**Run 1: clock routing**

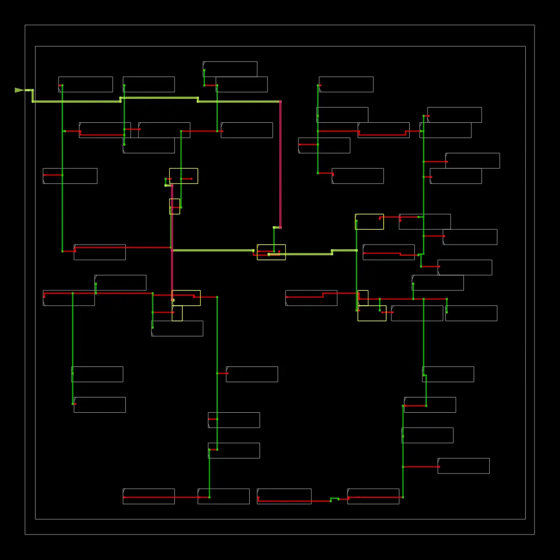
**Run 1: clock distribution**

Scale bar: 20 um.
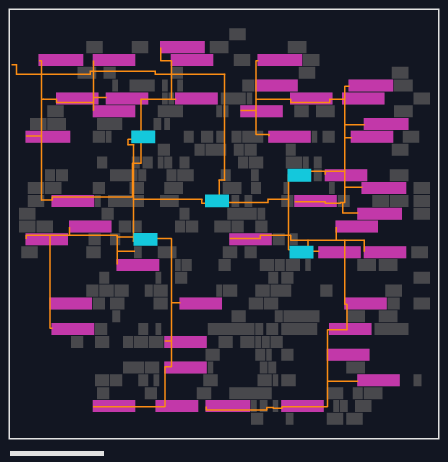
**Run 1: cell classes on the final placement**

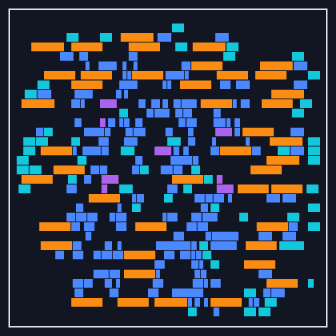
Design la_ioring_seq_flat, sky130hd; sources not shown.
==> impl_metrics.json, run 1 <==
{
  "outcome": "finished clean",
  "grt_max_degree": 27,
  "path_cells": "inv_2 > ha_4 > xnor2_1 > a21oi_1 > o21ai_1 > a2111oi_4 > o211a_2 > mux2_4 > a21boi_1",
  "crit_path_start_kind": "register",
  "ys_warn_count": 0,
  "drv_slew": 0,
  "endpoint_kind": "register",
  "cp_data_arrival_time_ns": 2.57,
  "yosys_cells": 212,
  "grt.overflow.total": 0,
  "reg2reg_slack_ns": 0.06,
  "layout_top_cell": "dfrtp_1",
  "final.min_clock_period_ns": 2.34,
  "io_pins": 33,
  "r2r_cells": 9,
  "warning_count": 28,
  "setup_viol": 0,
  "syn_avg_cell_area_um2": 10.9,
  "grt_pass1_vias": 1727,
  "netlist_logic_family_top": "simple AND/OR/NAND/NOR gates",
  "clkTransAtPathRegs_ns": 0.08,
  "cp_top_family": "AND-OR/OR-AND gates",
  "cts_sinks": 43,
  "tritoncts": "yes",
  "grt_antenna_before_repair": 0,
  "dr_total_vias": 1738,
  "worstSetupPathDepth": 9,
  "fillers": 761,
  "placedCellCount": 351,
  "fin_crit_sh": 0.976,
  "worstSetupPathType": "reg2reg",
  "wire_per_inst_um": 14.5,
  "use_met1": 0.215,
  "grt_pass1_wl_um": 8760,
  "ant_nets": 0,
  "die_h_um": 90.8,
  "synth_top_area_share": 0.368,
  "placed_cell_area_um2": 2880,
  "final_cells": 361,
  "top_cell": "dfrtp_1"
}
## Picture notes: 'clock routing'
CTS Buf Count: 5
Clock Power: 0.452 mW
clk_buf instances: 5

## Picture notes: 'clock distribution'
[magenta] flip-flops | count: 43
[cyan] clock drivers | count: 5
[orange] clock wires | length: 615 um
flops lie	spread over the die
routed clock nets	6
clock power share: 0.228
Clock Latency Late Sink: 0.29 ns
Final Skew: 0.00613 ns

## Picture notes: 'cell classes on the final placement'
colour	class	cells	share of their area
blue	combinational and other logic	158	43%
cyan	other buffers and delay cells	53	17%
purple	clock drivers and dummy loads	8	2.9%
orange	flops	43	37%
fraction of area in registers: 0.359
Core Region: 7370 um2
final core occ: 0.411
final instance area: 3030 um2

==> run 2: changes to the inputs <==
==> constraint.sdc (replaced) <==
create_clock -name clk -period 2.4 [get_ports clk]
set_input_delay 0.6 -clock clk [delete_from_list [all_inputs] [get_ports clk]]
set_output_delay 0.6 -clock clk [all_outputs]
set_load 0.005 [all_outputs]
**Run 2: routed metal per tile**

18 x 18 tiles, from dark blue (low) to red (high), scaled to the fullest tile. Values are wire area over tile area, all layers added.
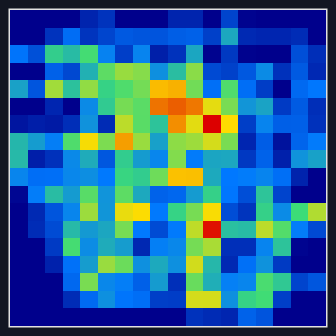
nearly empty tiles	19%
fullest tile	0.36
densest ninth of the die	centre
mean over tiles	0.098
tiles over half the peak	20%
overall routed net length: 5290 um
Routed WL per cell: 14.5 um
vias post-DR: 1753
GRT Util Overall: 0.135

**Run 2: clock routing**

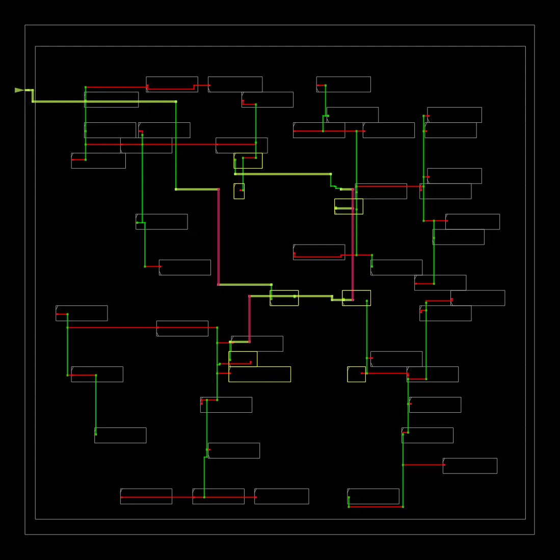
clock sinks: 43
Clock Latency Late Sink: 0.30 ns
Final Skew: 0.00635 ns

**Run 2: clock distribution**

Scale bar: 20 um.
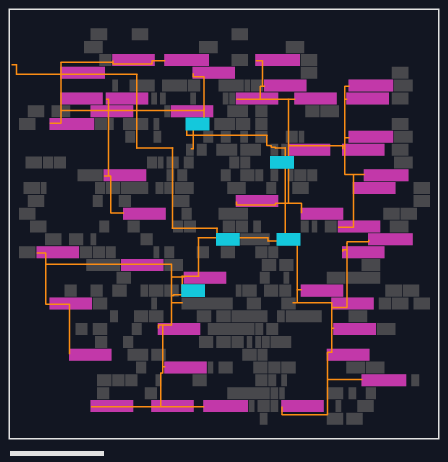
[orange] clock wires | length: 612 um
[magenta] flip-flops | count: 43
[cyan] clock drivers | count: 5
routed clock nets	6
clock power share: 0.271
Clock Power: 0.572 mW

==> impl_metrics.json, run 2 <==
{
  "outcome": "finished clean",
  "worstSetupPathType": "reg2reg",
  "placed_cell_area_um2": 2890,
  "grt_pass1_wl_um": 8770,
  "sh_seq_area": 0.349,
  "endpoint_kind": "register",
  "placedCellCount": 351,
  "top_cell": "dfrtp_1",
  "ant_nets": 0,
  "syn_avg_cell_area_um2": 10.9,
  "grt.overflow.total": 0,
  "fin_crit_sh": 0.976,
  "die_h_um": 90.8,
  "io_pins": 33,
  "netlist_logic_family_top": "simple AND/OR/NAND/NOR gates",
  "clockBufferCount": 5,
  "synth_top_area_share": 0.368,
  "finalInstanceArea_um2": 3120,
  "drv_slew": 0,
  "reg2reg_slack_ns": 0.06,
  "grt_antenna_before_repair": 0
}
==> run 3: changes to the inputs <==
--- a/config.mk
+++ b/config.mk
@@ -5,10 +5,10 @@
 export SDC_FILE = /design/constraint.sdc
 export NUM_CORES = 1
 export LEC_CHECK = 0
-export CAP_MARGIN = 5
+export CAP_MARGIN = 30
 export CORE_MARGIN = 1.5
 export CORE_UTILIZATION = 30
-export CTS_CLUSTER_SIZE = 40
+export CTS_BUF_LIST = sky130_fd_sc_hd__clkbuf_4 sky130_fd_sc_hd__clkbuf_8
 export DETAILED_ROUTE_END_ITERATION = 10
 export HOLD_SLACK_MARGIN = 0.05
 export PLACE_DENSITY_LB_ADDON = 0.05
**Run 3: clock routing**

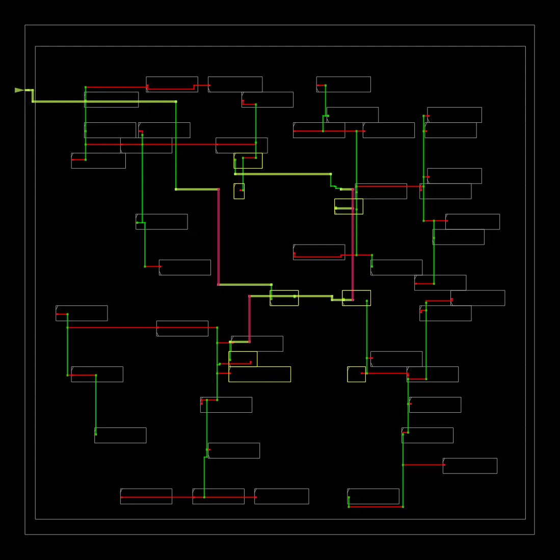
flip-flops: 43

**Run 3: cell classes on the final placement**

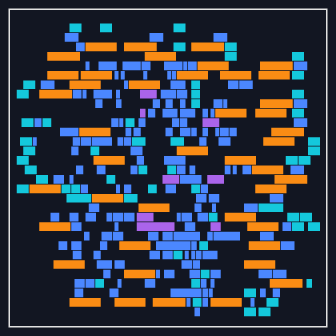
colour	class	cells	share of their area
orange	flops	43	36%
purple	clock drivers and dummy loads	8	3.8%
blue	combinational and other logic	158	42%
cyan	other buffers and delay cells	57	18%
final core occ: 0.423
fraction of area in registers: 0.349
final instance area: 3120 um2

**Run 3: routed metal per tile**

18 x 18 tiles, from dark blue (low) to red (high), scaled to the fullest tile. Values are wire area over tile area, all layers added.
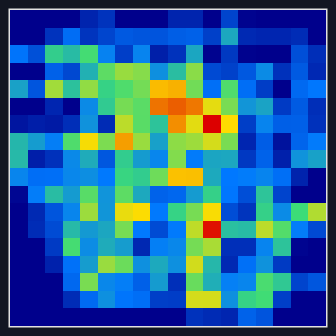

==> impl_metrics.json, run 3 <==
{
  "grt_antenna_before_repair": 0,
  "top_usage_layer": "met1",
  "inverters": 4,
  "worst_pin_slew_ns": 0.540,
  "h-tree-depth": 2,
  "worstSetupPathType": "reg2reg",
  "drc": 0,
  "syn_avg_cell_area_um2": 10.9,
  "topCellsByArea": "dfrtp_1 (37%), dfstp_2 (10%), mux2_2 (9.2%)",
  "pg_clk_mw": 0.572,
  "synth_top_area_share": 0.368,
  "grt_use_total": 0.135,
  "drv_slew": 0,
  "n_antenna_cell": 0,
  "seq_area_um2": 1090,
  "comb-power_mw": 0.560,
  "die_h_um": 90.8,
  "layout.nonclk_buf_frac": 0.173,
  "buffers": 57,
  "ant_nets": 0,
  "io_pins": 33,
  "fillers": 715,
  "top_cell": "dfrtp_1",
  "grt.overflow.total": 0,
  "wirelength_um": 5290,
  "nets": 287,
  "dr_total_vias": 1753,
  "reg2reg_slack_ns": 0.06,
  "insertion_delay_ns": 0.30,
  "grt_pass1_wl_um": 8770,
  "fin_crit_sh": 0.976,
  "placed_cell_area_um2": 2890,
  "clockBufferCount": 5,
  "cts_sinks": 43,
  "netlist_logic_family_top": "simple AND/OR/NAND/NOR gates",
  "place_ws_ns": -0.00288,
  "pwr-share-clk": 0.271,
  "comb_area_frac": 0.398,
  "endpoint_kind": "register",
  "wire_per_inst_um": 14.5,
  "outcome": "finished clean",
  "clk_path_buf_depth": 2,
  "cp_top_family": "AND-OR/OR-AND gates",
  "placedCellCount": 351
}
No activity file was given, so power comes from the tool's default toggle rates.
